==> run_1/port_trees.png <==
The bar under the picture is 20 µm long.
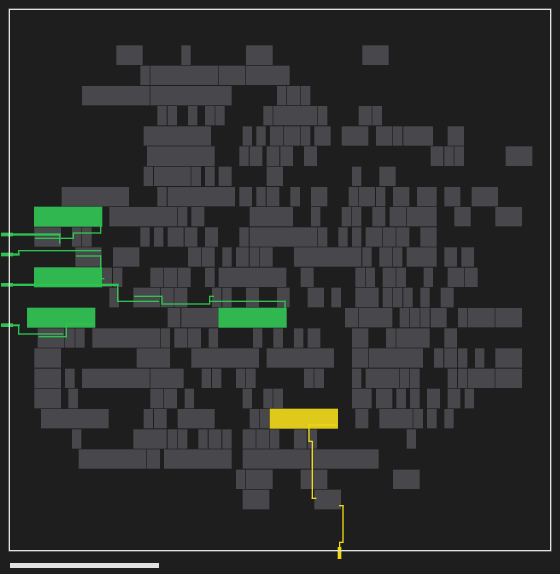
==> run_1/closeup.png <==
The bar under the picture is 10 µm long. Region (21, 21) to (51, 51) µm. Cells in gray, sequential cells in the stronger gray; small squares are vias.
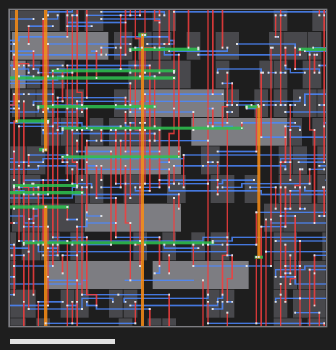
==> run_1/clock_nets.png <==
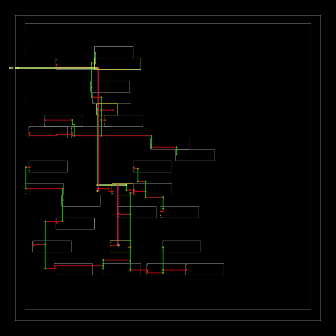
### config.mk
export PLATFORM = sky130hd
export DESIGN_NAME = cond_accum
export DESIGN_NICKNAME = d
export VERILOG_FILES = /design/src/rtl/cond_accum_pkg.sv /design/src/rtl/cond_accum_alu.sv /design/src/rtl/cond_accum.sv
export SDC_FILE = /design/constraint.sdc
export NUM_CORES = 1
export LEC_CHECK = 0
export ABC_AREA = 1
export CORE_MARGIN = 2
export CORE_UTILIZATION = 35
export CTS_CLUSTER_SIZE = 28
export DETAILED_ROUTE_END_ITERATION = 8
export HOLD_SLACK_MARGIN = 0.1
export PLACE_DENSITY = 0.66
export SLEW_MARGIN = 20
export SYNTH_ARGS = -nofsm -noshare
export SYNTH_HDL_FRONTEND = slang
export SYNTH_SLANG_ARGS = --single-unit
### constraint.sdc
create_clock -name clk -period 4 [get_ports clk]
set_clock_uncertainty 0.05 [all_clocks]
set_input_delay 0.4 -clock clk [delete_from_list [all_inputs] [get_ports clk]]
set_output_delay 0.4 -clock clk [all_outputs]
set_load 0.01 [all_outputs]
### src/rtl/cond_accum_pkg.sv
// Shared types for the multi-channel conditional accumulator.
package cond_accum_pkg;

  typedef enum logic [1:0] {
    OP_LOAD      = 2'd0,
    OP_ADD       = 2'd1,
    OP_SEL       = 2'd2,
    OP_CLEAR_ALL = 2'd3
  } op_e;

  typedef enum logic {
    IDLE  = 1'b0,
    CLEAR = 1'b1
  } state_e;

endpackage

### src/rtl/cond_accum_alu.sv
// Per-op next-value datapath for one accumulator channel.
// COND_ACCUM_SAT_EN: ADD saturates to all-ones on carry instead of wrapping.
module cond_accum_alu
  import cond_accum_pkg::*;
#(
  parameter int unsigned WIDTH = 4
) (
  input  op_e              op,
  input  logic [WIDTH-1:0] acc,
  input  logic [WIDTH-1:0] data,
  input  logic [WIDTH-1:0] cmp,
  output logic [WIDTH-1:0] nxt,
  output logic             ovf
);

  logic [WIDTH:0] sum;

  always_comb begin
    sum = {1'b0, acc} + {1'b0, data};
    nxt = acc;
    ovf = 1'b0;
    unique case (op)
      OP_LOAD: nxt = data;
      OP_ADD: begin
        ovf = sum[WIDTH];
`ifdef COND_ACCUM_SAT_EN
        nxt = sum[WIDTH] ? {WIDTH{1'b1}} : sum[WIDTH-1:0];
`else
        nxt = sum[WIDTH-1:0];
`endif
      end
      OP_SEL:       nxt = (acc == cmp) ? acc : data;
      OP_CLEAR_ALL: nxt = acc;
    endcase
  end

endmodule

### src/rtl/cond_accum.sv
// Multi-channel conditional accumulator with registered valid/ready result and a
// clear-all sweep FSM. Saturating ADD is selected by COND_ACCUM_SAT_EN (see alu).
module cond_accum
  import cond_accum_pkg::*;
#(
  parameter int unsigned WIDTH  = 4,
  parameter int unsigned NUM_CH = 3,
  parameter int unsigned CH_W   = (NUM_CH > 1) ? $clog2(NUM_CH) : 1
) (
  input  logic             clk,
  input  logic             rst,
  input  logic             in_valid,
  output logic             in_ready,
  input  logic [1:0]       in_op,
  input  logic [CH_W-1:0]  in_ch,
  input  logic [WIDTH-1:0] in_data,
  input  logic [WIDTH-1:0] in_cmp,
  output logic             out_valid,
  input  logic             out_ready,
  output logic [CH_W-1:0]  out_ch,
  output logic [WIDTH-1:0] out_data,
  output logic             out_err,
  output logic             out_ovf
);

  state_e           state_q, state_d;
  logic [CH_W-1:0]  cnt_q;
  logic [WIDTH-1:0] acc_q [NUM_CH];

  op_e              op;
  logic             slot_free, accept, is_clr_op, ch_ok, last;
  logic             clr_en, emit;
  logic [31:0]      ch_ext;
  logic [WIDTH-1:0] cur_acc, alu_nxt;
  logic             alu_ovf;

  assign op        = op_e'(in_op);
  assign slot_free = !out_valid || out_ready;
  assign accept    = in_valid && in_ready;
  assign is_clr_op = (op == OP_CLEAR_ALL);
  assign ch_ext    = 32'(in_ch);
  assign ch_ok     = ch_ext < NUM_CH;
  assign last      = (cnt_q == CH_W'(NUM_CH - 1));

  always_comb begin
    cur_acc = '0;
    for (int i = 0; i < int'(NUM_CH); i++) begin
      if (in_ch == CH_W'(i)) cur_acc = acc_q[i];
    end
  end

  cond_accum_alu #(
    .WIDTH(WIDTH)
  ) u_alu (
    .op  (op),
    .acc (cur_acc),
    .data(in_data),
    .cmp (in_cmp),
    .nxt (alu_nxt),
    .ovf (alu_ovf)
  );

  always_ff @(posedge clk or posedge rst) begin
    if (rst) state_q <= IDLE;
    else     state_q <= state_d;
  end

  always_comb begin
    state_d = state_q;
    unique case (state_q)
      IDLE:  if (accept && is_clr_op) state_d = CLEAR;
      CLEAR: if (last && slot_free)   state_d = IDLE;
    endcase
  end

  always_comb begin
    in_ready = (state_q == IDLE) && slot_free;
    clr_en   = (state_q == CLEAR);
    // The sweep parks on the last channel until the output slot frees up.
    emit     = (state_q == CLEAR) && last && slot_free;
  end

  always_ff @(posedge clk or posedge rst) begin
    if (rst)                    cnt_q <= '0;
    else if (state_q == IDLE)   cnt_q <= '0;
    else if (!last)             cnt_q <= cnt_q + 1'b1;
  end

  always_ff @(posedge clk or posedge rst) begin
    if (rst) begin
      for (int i = 0; i < int'(NUM_CH); i++) acc_q[i] <= '0;
    end else begin
      for (int i = 0; i < int'(NUM_CH); i++) begin
        if (clr_en && cnt_q == CH_W'(i)) begin
          acc_q[i] <= '0;
        end else if (accept && !is_clr_op && ch_ok && in_ch == CH_W'(i)) begin
          acc_q[i] <= alu_nxt;
        end
      end
    end
  end

  always_ff @(posedge clk or posedge rst) begin
    if (rst) begin
      out_valid <= 1'b0;
      out_ch    <= '0;
      out_data  <= '0;
      out_err   <= 1'b0;
      out_ovf   <= 1'b0;
    end else if (accept && !is_clr_op) begin
      out_valid <= 1'b1;
      out_ch    <= in_ch;
      out_data  <= ch_ok ? alu_nxt : '0;
      out_err   <= !ch_ok;
      out_ovf   <= ch_ok && alu_ovf;
    end else if (emit) begin
      out_valid <= 1'b1;
      out_ch    <= CH_W'(NUM_CH - 1);
      out_data  <= '0;
      out_err   <= 1'b0;
      out_ovf   <= 1'b0;
    end else if (out_ready) begin
      out_valid <= 1'b0;
    end
  end

endmodule

==> impl_metrics.toml, run 1 <==
# physical design summary
[final_timing]
whs_ns = 0.442
slew_violations = 0
rsz0062_at_grt = "no"
maxSlewHeadroom_pct = 37.6
fin_crit_sh_pct = 76.0
finalHoldViolations = 0
finalSetupTns_ns = 0

[worst_setup_path]
path_class = "input port to register"
critPathCaptureType = "register"
cp_data_required_time_ns = 4.11
cp_slowest_cell = "clkdlybuf4s50_1"
path_buffers = 4
cp.depth = 14
cp_top_family = "buffers and inverters"
crit_chain = "clkdlybuf4s50_1 -> inv_1 -> nand3_1 -> nand3_2 -> inv_1 -> ha_1 -> fa_1 -> or2_2 -> a31oi_1 -> o21ai_0 -> inv_1 -> nand2_2 -> nand3_1 -> nand2_1"
critPathMaxStageDelay_ns = 0.66
r2r_slack_ns = 1.67
crit_arrival_ns = 3.16
rr_worst_depth = 13
r2r_start = "acc_q[0]"

[logic_synthesis]
yosys.area.top_type = "dfrtp_1"
synth_top_area_share_pct = 36.3
post-synth-top-count-cell = "nand2_1"
syn_area_um2 = 1650
common_cells = "nand2_1, inv_1, nand3_1"
synth-main-ff-cell = "dfrtp_1"
synth.logic.top_family = "simple AND/OR/NAND/NOR gates"
ys_sh_xor_pct = 0
async_flop_share_pct = 100

[power_and_ir_drop]
switching_power_mw = 0.418
pwr-share-comb_pct = 43.5
intPower_mw = 0.674
p_sw_share_pct = 38.3
peakVddDrop_mv = 0.266
power_frac_seq_pct = 36.8
top_power_group = "combinational cells"
p_clk_mw = 0.215
p_seq_mw = 0.402

[die]
die_x_um = 72.7
fp_util_pct = 35.7
ioPinCount = 26

[finish]
area_delta_synth_final_pct = 22.2
largestClassByArea = "logic gates"
nNetsFinal = 279
final-comb-area_um2 = 898
largest_reg_flops = 12
flop-count = 24
clock_area_share_pct = 3.53
regMostFlops = "acc_q"
top_regs = "acc_q x12, out_data x4"
drive_gt1_share_pct = 11.8

[clocking]
cts_tree = "yes"
clockRootBuffer = "clkbuf_8"
holdBufCountCts = 0

[grt]
gr-total-overflow = 0
grt_pass1_wl_mm = 7.04
antenna_found_initial = 0
top_usage_layer = "met2"
met2_usage_pct = 25.3

[place]
postPlaceCellArea_um2 = 1950
hpwl_mm = 3.19
gp_congestion = 0.956
post-place-ws_ns = 0.718
placed_cells = 304

[min_path]
min_from = "out_data[0]"
whs_endpoint = "out_data[0]"

[outcome]
outcome = "finished, final reports clean"

[drt]
drt_iter0_drc = 115
detail-route-antenna-nets = 0
wl_per_cell_um = 13.1
drt_pass1_iterations = 4
met3RoutedLength_um = 260
About port_trees.png:
green -> out_data  # bits 4, direction output, edge left, end cells 4, wire 99.9 µm
yellow -> out_ovf  # bits 1, direction output, edge bottom, end cells 1, wire 21.0 µm

About closeup.png:
red -> M2
green -> M3
orange -> M4
blue -> M1
cells with their middle in the window = 83
netlist names of flops here include = acc_q (6), out_data (1)
most frequent = nand2_1 (26), nand3_1 (17), inv_1 (9)
sequential cells in the window = 7

About clock_nets.png:
clkbuf count: 3
total CTS buffers: 3
clk ins delay skew pair: 0.27 ns

==> run 1 -> run 2 <==
==> constraint.sdc (replaced) <==
create_clock -name clk -period 3.1 [get_ports clk]
set_clock_uncertainty 0.05 [all_clocks]
set_input_delay 0.31 -clock clk [delete_from_list [all_inputs] [get_ports clk]]
set_output_delay 0.31 -clock clk [all_outputs]
set_load 0.01 [all_outputs]
==> run_2/closeup.png <==
The bar under the picture is 10 µm long. Region (21, 21) to (51, 51) µm. Cells in gray, sequential cells in the stronger gray; small squares are vias.
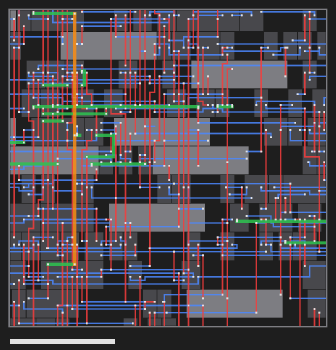
orange -> M4
green -> M3
blue -> M1
red -> M2
sequential cells in the window = 7
cells with their middle in the window = 82
netlist names of flops here include = acc_q (6), out_data (1)
most frequent = nand2_1 (27), nand3_1 (20)

==> run_2/layers.png <==
Only two layers are drawn.
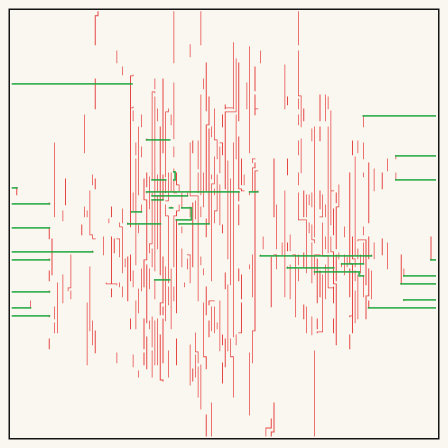
red -> M2  # wire length 1,740 µm
green -> M3  # wire length 216 µm

==> run_2/port_trees.png <==
The bar under the picture is 20 µm long.
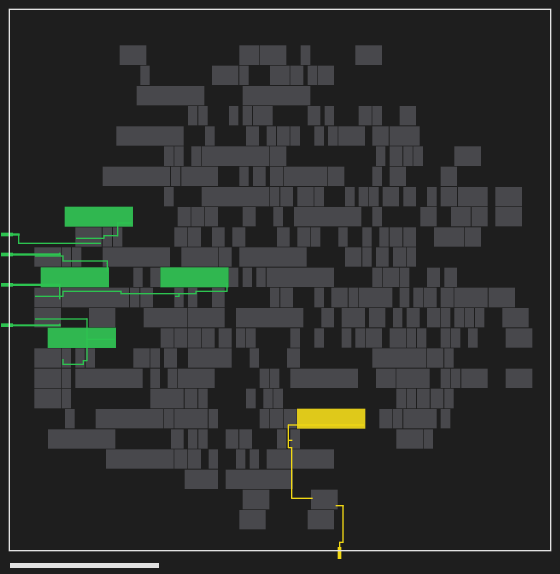
green -> out_data  # bits 4, direction output, edge left, end cells 4, wire 104 µm
yellow -> out_ovf  # bits 1, direction output, edge bottom, end cells 1, wire 30.6 µm

==> impl_metrics.toml, run 2 <==
# physical design summary
[power_and_ir_drop]
p_sw_share_pct = 39.2
power_frac_seq_pct = 38.6
top_power_group = "combinational cells"
switching_power_mw = 0.525
comb_cell_power_mw = 0.606
p_clk_mw = 0.216
p_seq_mw = 0.517
intPower_mw = 0.814
pwr-share-comb_pct = 45.3
peakVddDrop_mv = 0.377

[finish]
layout_top_cells = "nand2_1, inv_1, nand3_1, clkdlybuf4s50_1, dfrtp_1"
n_all_buffers = 28
flop-count = 24
area_delta_synth_final_pct = 22.6
regMostFlops = "acc_q"
drive_gt1_share_pct = 12.8
largestClassByArea = "logic gates"
nClkBuffers = 4
final-comb-area_um2 = 898
nNetsFinal = 282
comb_share_pct = 44.3
largest_reg_flops = 12
top_regs = "acc_q x12, out_data x4"
clock_area_share_pct = 2.72

[logic_synthesis]
common_cells = "nand2_1, inv_1, nand3_1"
synth_top_area_share_pct = 36.3
synth.ff_latch_count = 24
syn_area_um2 = 1650
synth-main-ff-cell = "dfrtp_1"
async_flop_share_pct = 100
post-synth-top-count-cell = "nand2_1"
yosys.area.top_type = "dfrtp_1"
synth.logic.top_family = "simple AND/OR/NAND/NOR gates"
ys_sh_xor_pct = 0

[final_timing]
finalSetupTns_ns = 0
whs_ns = 0.438
rsz0062_at_grt = "no"
fin_crit_sh_pct = 82.2
maxSlewHeadroom_pct = 39.0
slew_violations = 0
setup_ws_ns = 0.552
finalHoldViolations = 0

[place]
post-place-ws_ns = 0.282
postPlaceCellArea_um2 = 1970
hpwl_mm = 3.06
placed_cells = 307
gp_congestion = 0.808

[grt]
gr-total-overflow = 0
met2_usage_pct = 25.1
antenna_found_initial = 0
first_global_vias = 1473
grt_pass1_wl_mm = 6.64
top_usage_layer = "met2"

[worst_setup_path]
cp.depth = 15
cp_slowest_cell = "clkdlybuf4s50_1"
cp_data_required_time_ns = 3.21
critPathCaptureType = "register"
crit_arrival_ns = 2.66
path_buffers = 3
path_class = "input port to register"
rr_worst_depth = 13
r2r_start = "acc_q[0]"
cp_top_family = "buffers and inverters"
crit_fanout = 6
r2r_slack_ns = 0.85

[drt]
drt_iter0_drc = 85
routed_wirelength_mm = 3.88
met3RoutedLength_um = 215
wl_per_cell_um = 12.5
drt_pass1_iterations = 4
detail-route-antenna-nets = 0

[clocking]
numCtsBuffers = 3
clockRootBuffer = "clkbuf_8"
clk_latency_ns = 0.27
cts_tree = "yes"

[die]
ioPinCount = 26
fp_util_pct = 35.7

[outcome]
outcome = "finished, final reports clean"

[min_path]
min_from = "out_data[1]"
No activity file was given, so power comes from the tool's default toggle rates.
